[src/rtl/pipeline_hazard_ctrl.sv]
// pipeline_hazard_ctrl: scoreboard-based stall, flush and operand-forward control for an NSTAGE-latch pipeline
module pipeline_hazard_ctrl #(
  parameter int NSTAGE      = 4,
  parameter int FLUSH_DEPTH = 2,
  parameter int REG_W       = 5,
  parameter int CNT_W       = 16
) (
  input  logic                      CLK,
  input  logic                      nRST,
  input  logic                      ihit,
  input  logic                      dmem_req,
  input  logic                      dhit,
  input  logic [REG_W-1:0]          id_rsel1,
  input  logic [REG_W-1:0]          id_rsel2,
  input  logic [REG_W-1:0]          id_wsel,
  input  logic                      id_wen,
  input  logic                      id_is_load,
  input  logic                      branch_taken,
  input  logic                      wb_halt,
  output logic                      pc_en,
  output logic [NSTAGE-1:0]         pipe_en,
  output logic [NSTAGE-1:0]         flush,
  output logic [$clog2(NSTAGE)-1:0] fwd_a,
  output logic [$clog2(NSTAGE)-1:0] fwd_b,
  output logic [CNT_W-1:0]          stall_cnt,
  output logic                      halted
);
  localparam int FW = $clog2(NSTAGE);
  typedef enum logic [1:0] {RUN, DWAIT, HALT} state_t;
  state_t r_state, w_next;
  logic [NSTAGE-1:1] r_sb_v, r_sb_wen;
  logic [REG_W-1:0] r_sb_ws [1:NSTAGE-1];
  logic r_sb_ld1;
  logic r_halted;
  logic [CNT_W-1:0] r_cnt;
  logic w_dwait, w_lu;
  assign w_dwait = dmem_req & ~dhit;
  assign w_lu = r_sb_v[1] & r_sb_ld1 & r_sb_wen[1] & (r_sb_ws[1] != '0) &
                ((r_sb_ws[1] == id_rsel1) | (r_sb_ws[1] == id_rsel2));
  assign stall_cnt = r_cnt;
  assign halted = r_halted;
  // prioritised enable/flush response and next state (halt entered once it reaches the last latch while advancing)
  always_comb begin
    pc_en = 1'b1;
    pipe_en = '1;
    flush = '0;
    if (!nRST) begin
      pc_en = 1'b0;
      pipe_en = '0;
      flush = '1;
    end else if (r_state == HALT || w_dwait || !ihit) begin
      pc_en = 1'b0;
      pipe_en = '0;
    end else if (branch_taken) begin
      flush = {{(NSTAGE-FLUSH_DEPTH){1'b0}}, {FLUSH_DEPTH{1'b1}}};
    end else if (w_lu) begin
      pc_en = 1'b0;
      pipe_en[0] = 1'b0;
      flush[1] = 1'b1;
    end
    w_next = r_state;
    if (r_state != HALT)
      w_next = (wb_halt & pipe_en[NSTAGE-1]) ? HALT : w_dwait ? DWAIT : RUN;
  end
  // youngest matching producer wins; a load still in latch 1 is covered by the load-use stall instead
  always_comb begin
    fwd_a = '0;
    fwd_b = '0;
    if (nRST)
      for (int k = NSTAGE-1; k >= 1; k--)
        if (r_sb_v[k] && r_sb_wen[k] && r_sb_ws[k] != '0 && !(k == 1 && r_sb_ld1)) begin
          if (r_sb_ws[k] == id_rsel1) fwd_a = FW'(k);
          if (r_sb_ws[k] == id_rsel2) fwd_b = FW'(k);
        end
  end
  // state register, sticky halt flag and saturating stall counter
  always_ff @(posedge CLK or negedge nRST) begin
    if (!nRST) begin
      r_state <= RUN;
      r_halted <= 1'b0;
      r_cnt <= '0;
    end else begin
      r_state <= w_next;
      if (w_next == HALT) r_halted <= 1'b1;
      if (!pc_en && r_state != HALT && r_cnt != '1) r_cnt <= r_cnt + CNT_W'(1);
    end
  end
  // scoreboard shifts with the latches it shadows; a flushed latch receives an empty entry
  always_ff @(posedge CLK or negedge nRST) begin
    if (!nRST) begin
      r_sb_v <= '0;
      r_sb_wen <= '0;
      r_sb_ld1 <= 1'b0;
      for (int k = 1; k < NSTAGE; k++) r_sb_ws[k] <= '0;
    end else begin
      if (pipe_en[1]) begin
        r_sb_v[1] <= ~flush[1];
        r_sb_wen[1] <= id_wen;
        r_sb_ld1 <= id_is_load;
        r_sb_ws[1] <= id_wsel;
      end
      for (int k = 2; k < NSTAGE; k++)
        if (pipe_en[k]) begin
          r_sb_v[k] <= r_sb_v[k-1] & ~flush[k];
          r_sb_wen[k] <= r_sb_wen[k-1];
          r_sb_ws[k] <= r_sb_ws[k-1];
        end
    end
  end
endmodule

[config.mk]
export PLATFORM = sky130hd
export DESIGN_NAME = pipeline_hazard_ctrl
export DESIGN_NICKNAME = d
export VERILOG_FILES = /design/src/rtl/pipeline_hazard_ctrl.sv
export SDC_FILE = /design/constraint.sdc
export NUM_CORES = 1
export LEC_CHECK = 0
export CAP_MARGIN = 40
export CORE_ASPECT_RATIO = 0.8
export CORE_MARGIN = 2
export CORE_UTILIZATION = 38
export DETAILED_ROUTE_END_ITERATION = 12
export GPL_ROUTABILITY_DRIVEN = 1
export PLACE_DENSITY = 0.61
export SLEW_MARGIN = 10
export SYNTH_ARGS = -nofsm -noshare
export SYNTH_HDL_FRONTEND = slang
export SYNTH_SLANG_ARGS = --single-unit
[constraint.sdc]
create_clock -name CLK -period 3.15 [get_ports CLK]
set_input_delay 0.4725 -clock CLK [delete_from_list [all_inputs] [get_ports CLK]]
set_output_delay 0.4725 -clock CLK [all_outputs]
set_load 0.02 [all_outputs]
==> run_1/clocks.png <==
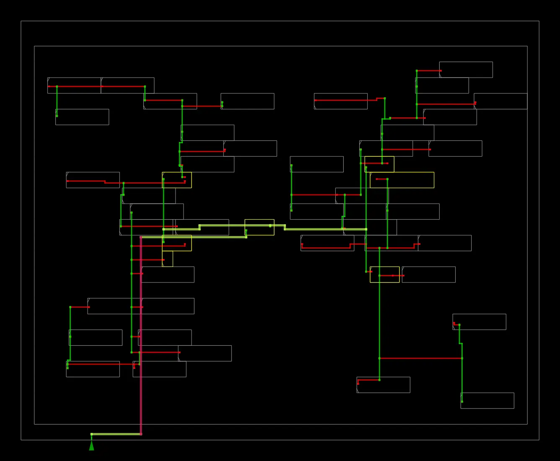
Flops: 41
Layout Skew: 0.00518 ns
number of clock buffer instances in the layout: 5

==> run_1/layer_met1.png <==
Bar = 20 µm. Cells faint in the background.
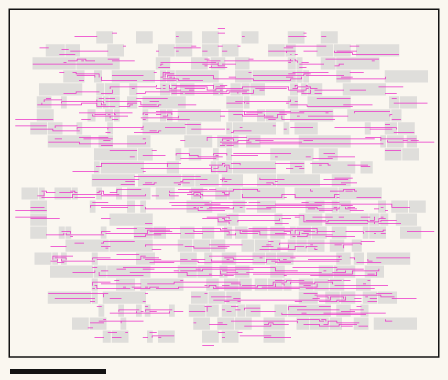
The wires run mostly horizontal. 279 nets have wire on it. The layer holds 53% of the routed length. The layer carries 2760 µm of wire. The longest straight run is 33.6 µm.
met1 Use GR: 27.4%
Vias: 1728
WL final: 5230 µm

==> run_1/layer_met3.png <==
Bar = 20 µm.
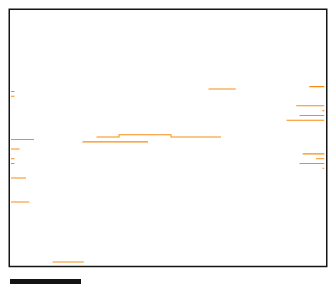
The longest straight run is 18.2 µm. The layer carries 134 µm of wire. The wires run mostly horizontal. The layer holds 2.6% of the routed length. 20 nets have wire on it.
met3 Usage GRT: 3.07%

==> results.cfg, run 1 <==
; physical design summary
[floorplan]
ios = 54

[cells_and_area]
fillers = 515
logic_gate_count = 163
instances_no_fill = 363
fin_util_pct = 54.8
clk_share_pct = 3.41
final_cell_mix = clkdlybuf4s50_1 (47), dfrtp_1 (41), xor2_1 (36), nand2_1 (28), nor2_1 (19)
lay_top_count = clkdlybuf4s50_1

[final_timing]
setup_tns_ns = 0
min_period_ns = 2.96

[detailed_routing]
wl_met2_um = 2310
dr.pass1.iters = 4

[yosys]
synthFlopType = dfrtp_1
synth_area_leader_cell = dfrtp_1
synth_area_mm2 = 0.00222
ys_area_mm2 = 0.00222

[placement]
routabilityCongestion = 0.838
pre_cts_ws_ns = -0.0455
portBuffers = 53

[global_route]
antenna_found_initial = 0
grt_start_max_net_pins = 19

[run_status]
status = completed

[power]
fin_total_pwr_uw = 2010
[run 1: worst paths after layout]
check | cells past startpoint | from | endpoint | slack [ns]
max | 8 | id_rsel2[0] | pipe_en[0] | 0.19
min | 1 | nRST | r_sb_ws[4] | 0.06
max reg2reg | 6 | r_sb_ws[11] | stall_cnt[1] | 0.83
min reg2reg | 1 | halted | halted | 0.47
max in group asynchronous | 2 | nRST | r_sb_ld1 | 2.57
min in group CLK | 1 | halted | halted | 0.47
[run 1: power breakdown]
part	internal [µW]	total, µW	switching [µW]
logic	376	683	307
clock network	230	405	175
registers	688	919	231
[run 1: timing repair]
item | CTS | global route
buffers inserted | 0 | 0
resized | 1 | 5
hold endpoints to repair | 0 | 0
cloned | 0 | 0
setup endpoints to repair | 1 | 4
--- run 2 (diff from run 1) ---
CAP_MARGIN = 15   (was 40)
==> run_2/layer_met3.png <==
Bar = 20 µm.
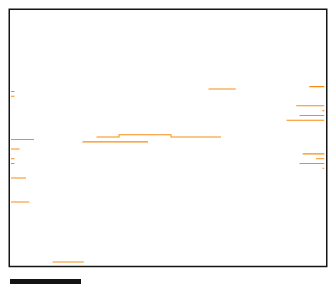
The longest straight run is 18.2 µm. 20 nets have wire on it. The wires run mostly horizontal.

==> run 2 against run 1 <==
  * Setup slack did not move
  * Synthesized cell count unchanged
  * Maximum frequency did not move
  * First-iteration DRC count stayed put
  * Design area did not move
  * Critical endpoint unchanged
  * Largest power group unchanged
==> results.cfg, run 2 <==
; physical design summary
[run_status]
status = completed

[final_timing]
clock_skew_ns = 0.00518
setup_tns_ns = 0
min_period_ns = 2.96
fin_crit_sh_pct = 94.0

[detailed_routing]
dr.pass1.iters = 4
vias = 1728
drtAntennaViolNets = 0
wl_met2_um = 2310
routed_wl_um = 5230

[yosys]
synth.most_common_cell = dfrtp_1
postSynthCellCount = 215
synthFlopType = dfrtp_1
top_cells_by_area = dfrtp_1 (46%), xor2_1 (14%), mux2_2 (7.6%), nand2_1 (4.7%), xnor2_1 (3.6%)
adder_share_pct = 0.564
ys_area_mm2 = 0.00222
synth_area_mm2 = 0.00222
top_cells_by_count = dfrtp_1 (41), xor2_1 (36), nand2_1 (28), nor2_1 (19), mux2_2 (15)
avgSynthCellArea_um2 = 10.3
ys_cells = 215
synth_area_leader_cell = dfrtp_1

[placement]
pre_cts_ws_ns = -0.0455
portBuffers = 53
routabilityCongestion = 0.838

[setup_path]
path_depth = 8
r2r_cells = 6

[cells_and_area]
clk_share_pct = 3.41
fillers = 515
seq_cells = 41
fin_util_pct = 54.8
final_cell_mix = clkdlybuf4s50_1 (47), dfrtp_1 (41), xor2_1 (36), nand2_1 (28), nor2_1 (19)
lay_top_count = clkdlybuf4s50_1
inverters_excl_clock = 3
instances_no_fill = 363
drive_above_1_share_pct = 17.2
clock_buffer_count = 5
logic_gate_count = 163

[global_route]
met1_usage_pct = 27.4
grt_usage_pct = 17.7
antenna_found_initial = 0
grt_start_max_net_pins = 19
use_met3_pct = 3.07

[power]
fin_total_pwr_uw = 2010

[cts]
post_cts_buffers = 0

[floorplan]
ios = 54
==> run_2/sizes.png <==
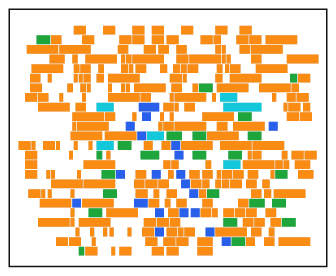
Key: blue = _3 and _4 cells [cells 20, share 7.0%]; cyan = _6 and larger [cells 6, share 2.1%]; orange = _0 and _1 cells [cells 236, share 83%]; green = _2 cells [cells 23, share 8.1%]
Area Overhead vs Synth: 37.2%
Finished Cell Area: 0.00304 mm²
setup ws final: 0.189 ns

## run 2: report_power, final
part	internal, µW	switching (µW)
sequential	688	231
combinational	376	307
clock	230	175
total	1290	713
## run 2: final timing paths
path	start	endpoint	slack, ns
min in group CLK	halted	halted	0.47
min	nRST	r_sb_ws[4]	0.06
max	id_rsel2[0]	pipe_en[0]	0.19
max reg2reg	r_sb_ws[11]	stall_cnt[1]	0.83
max in group asynchronous	nRST	r_sb_ld1	2.57
min reg2reg	halted	halted	0.47
## run 2: cell families after synthesis
kind of cell | after synthesis
AND-OR/OR-AND | 15
buffers and inverters | 11
adder cells (fa/ha/maj) | 1
flip-flops | 41
XOR/XNOR | 45
multiplexers | 15
AND/OR/NAND/NOR | 87
## run 2: timing repair
item	CTS	global route
gates resized	1	5
endpoints found under the setup margin	1	4
endpoints found under the hold margin	0	0
==> run_2/layer_met1.png <==
Bar = 20 µm. Cells faint in the background.
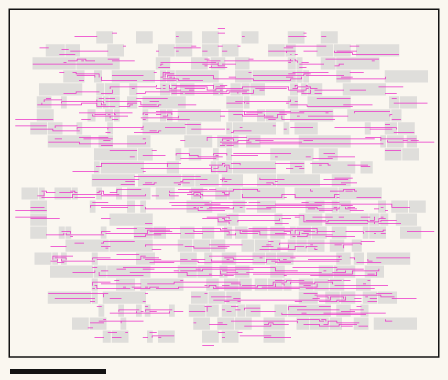

--- run 3 (diff from run 2) ---
CORE_ASPECT_RATIO = default   (was 0.8)
==> run_3/layer_met1.png <==
Bar = 20 µm. Cells faint in the background.
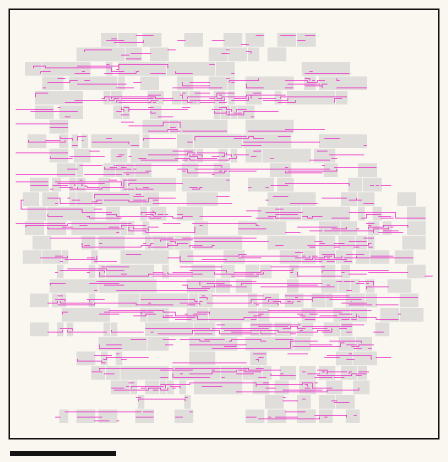
271 nets have wire on it. The longest straight run is 29.9 µm.
met1 Use GR: 24.9%
Vias: 1774
WL final: 5210 µm

==> run 3 against run 2 <==
  * Clock power is essentially flat
  * Sequential power is essentially flat
  * Global-route usage shrank 0.58 points
  * Sequential cell count is the same
  * Design area is essentially flat
  * Critical path depth shrank 1
  * Clock skew grew 0.0015 ns
  * Setup slack lost 0.057 ns
  * Sequential share of layout area is essentially flat
  * Final cell count shrank 1.4%
  * Maximum frequency shrank 1.9%
  * Critical endpoint is now fwd_b[0]
  * Highest routed layer unchanged
==> results.cfg, run 3 <==
; physical design summary
[setup_path]
crit_path_start = id_rsel2[1]
r2r_start = r_sb_ws[11]
r2r_setup_slack_ns = 0.81
r2r_cells = 6
r2r-end = stall_cnt[1]
path_depth = 7
endpoint = fwd_b[0]

[cells_and_area]
final_cell_mix = clkdlybuf4s50_1 (48), dfrtp_1 (41), xor2_1 (36), nand2_1 (28)
logic_gate_count = 163
fillers = 508
lay_top_count = clkdlybuf4s50_1
clk_share_pct = 3.41
inverters_excl_clock = 3
drive_above_1_share_pct = 17.8
nNetsFinal = 311
syn_to_final_growth_pct = 37.3
clock_buffer_count = 5
seq_cells = 41

[yosys]
top_cells_by_area = dfrtp_1 (46%), xor2_1 (14%), mux2_2 (7.6%), nand2_1 (4.7%), xnor2_1 (3.6%)
avgSynthCellArea_um2 = 10.3
postSynthCellCount = 215
synth_area_mm2 = 0.00222
synth_area_leader_cell = dfrtp_1
synth.most_common_cell = dfrtp_1
synthFlopType = dfrtp_1
top_cells_by_count = dfrtp_1 (41), xor2_1 (36), nand2_1 (28), nor2_1 (19), mux2_2 (15)

[final_timing]
fin_crit_sh_pct = 95.8
min_period_ns = 3.02
clock_skew_ns = 0.00663
post-route-worst-setup-slack_ns = 0.132

[power]
switching_share_pct = 35.8
power_frac_clock_pct = 20.0
combPwrFrac_pct = 34.8
seq_power_uw = 917
seq_power_share_pct = 45.3
maxPowerGroup = sequential cells
powerClk_uw = 404
p_int_uw = 1300

[placement]
portBuffers = 53
routabilityCongestion = 0.803
pre_cts_ws_ns = -0.0468

[floorplan]
ios = 54

[cts]
cts_resized = 1
post_cts_buffers = 0

[detailed_routing]
dr.pass1.iters = 4
drtAntennaViolNets = 0

[global_route]
antenna_found_initial = 0
grt_start_max_net_pins = 23

[run_status]
status = completed
==> run_3/layer_met3.png <==
Bar = 20 µm.
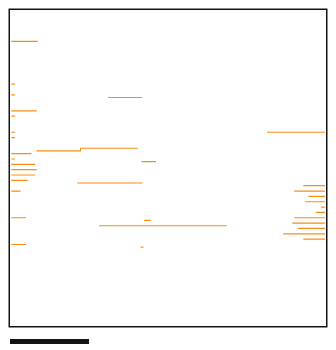
The longest straight run is 32.2 µm. 31 nets have wire on it. The wires run mostly horizontal.
met3 Usage GRT: 3.15%

run 3: cell families (layout without fill, tap and decap cells):
family / Yosys count / in the layout / synth area share (%)
and+or+nand+nor: 87 / 87 / 18.6
xor gates and xnor gates: 45 / 45 / 17.8
DFF: 41 / 41 / 46.2
AOI/OAI and AO/OA: 15 / 15 / 6.32
muxes: 15 / 15 / 7.61
buffers and inverters: 11 / 82 / 2.88
adders and majority gates: 1 / 1 / 0.564
run 3: metrics by stage:
step	power [µW]	cells	util [%]	setup TNS [ns]
2_1_floorplan	1320	215	-	0
6_report	2030	358	54.6	0
5_1_grt	2160	358	54.6	0
3_5_place_dp	1620	351	52.5	-0.0468
4_1_cts	2030	358	54.3	0
3_3_place_gp	1610	351	52.5	-0.0358
Power is estimated from default activity; no workload was simulated.
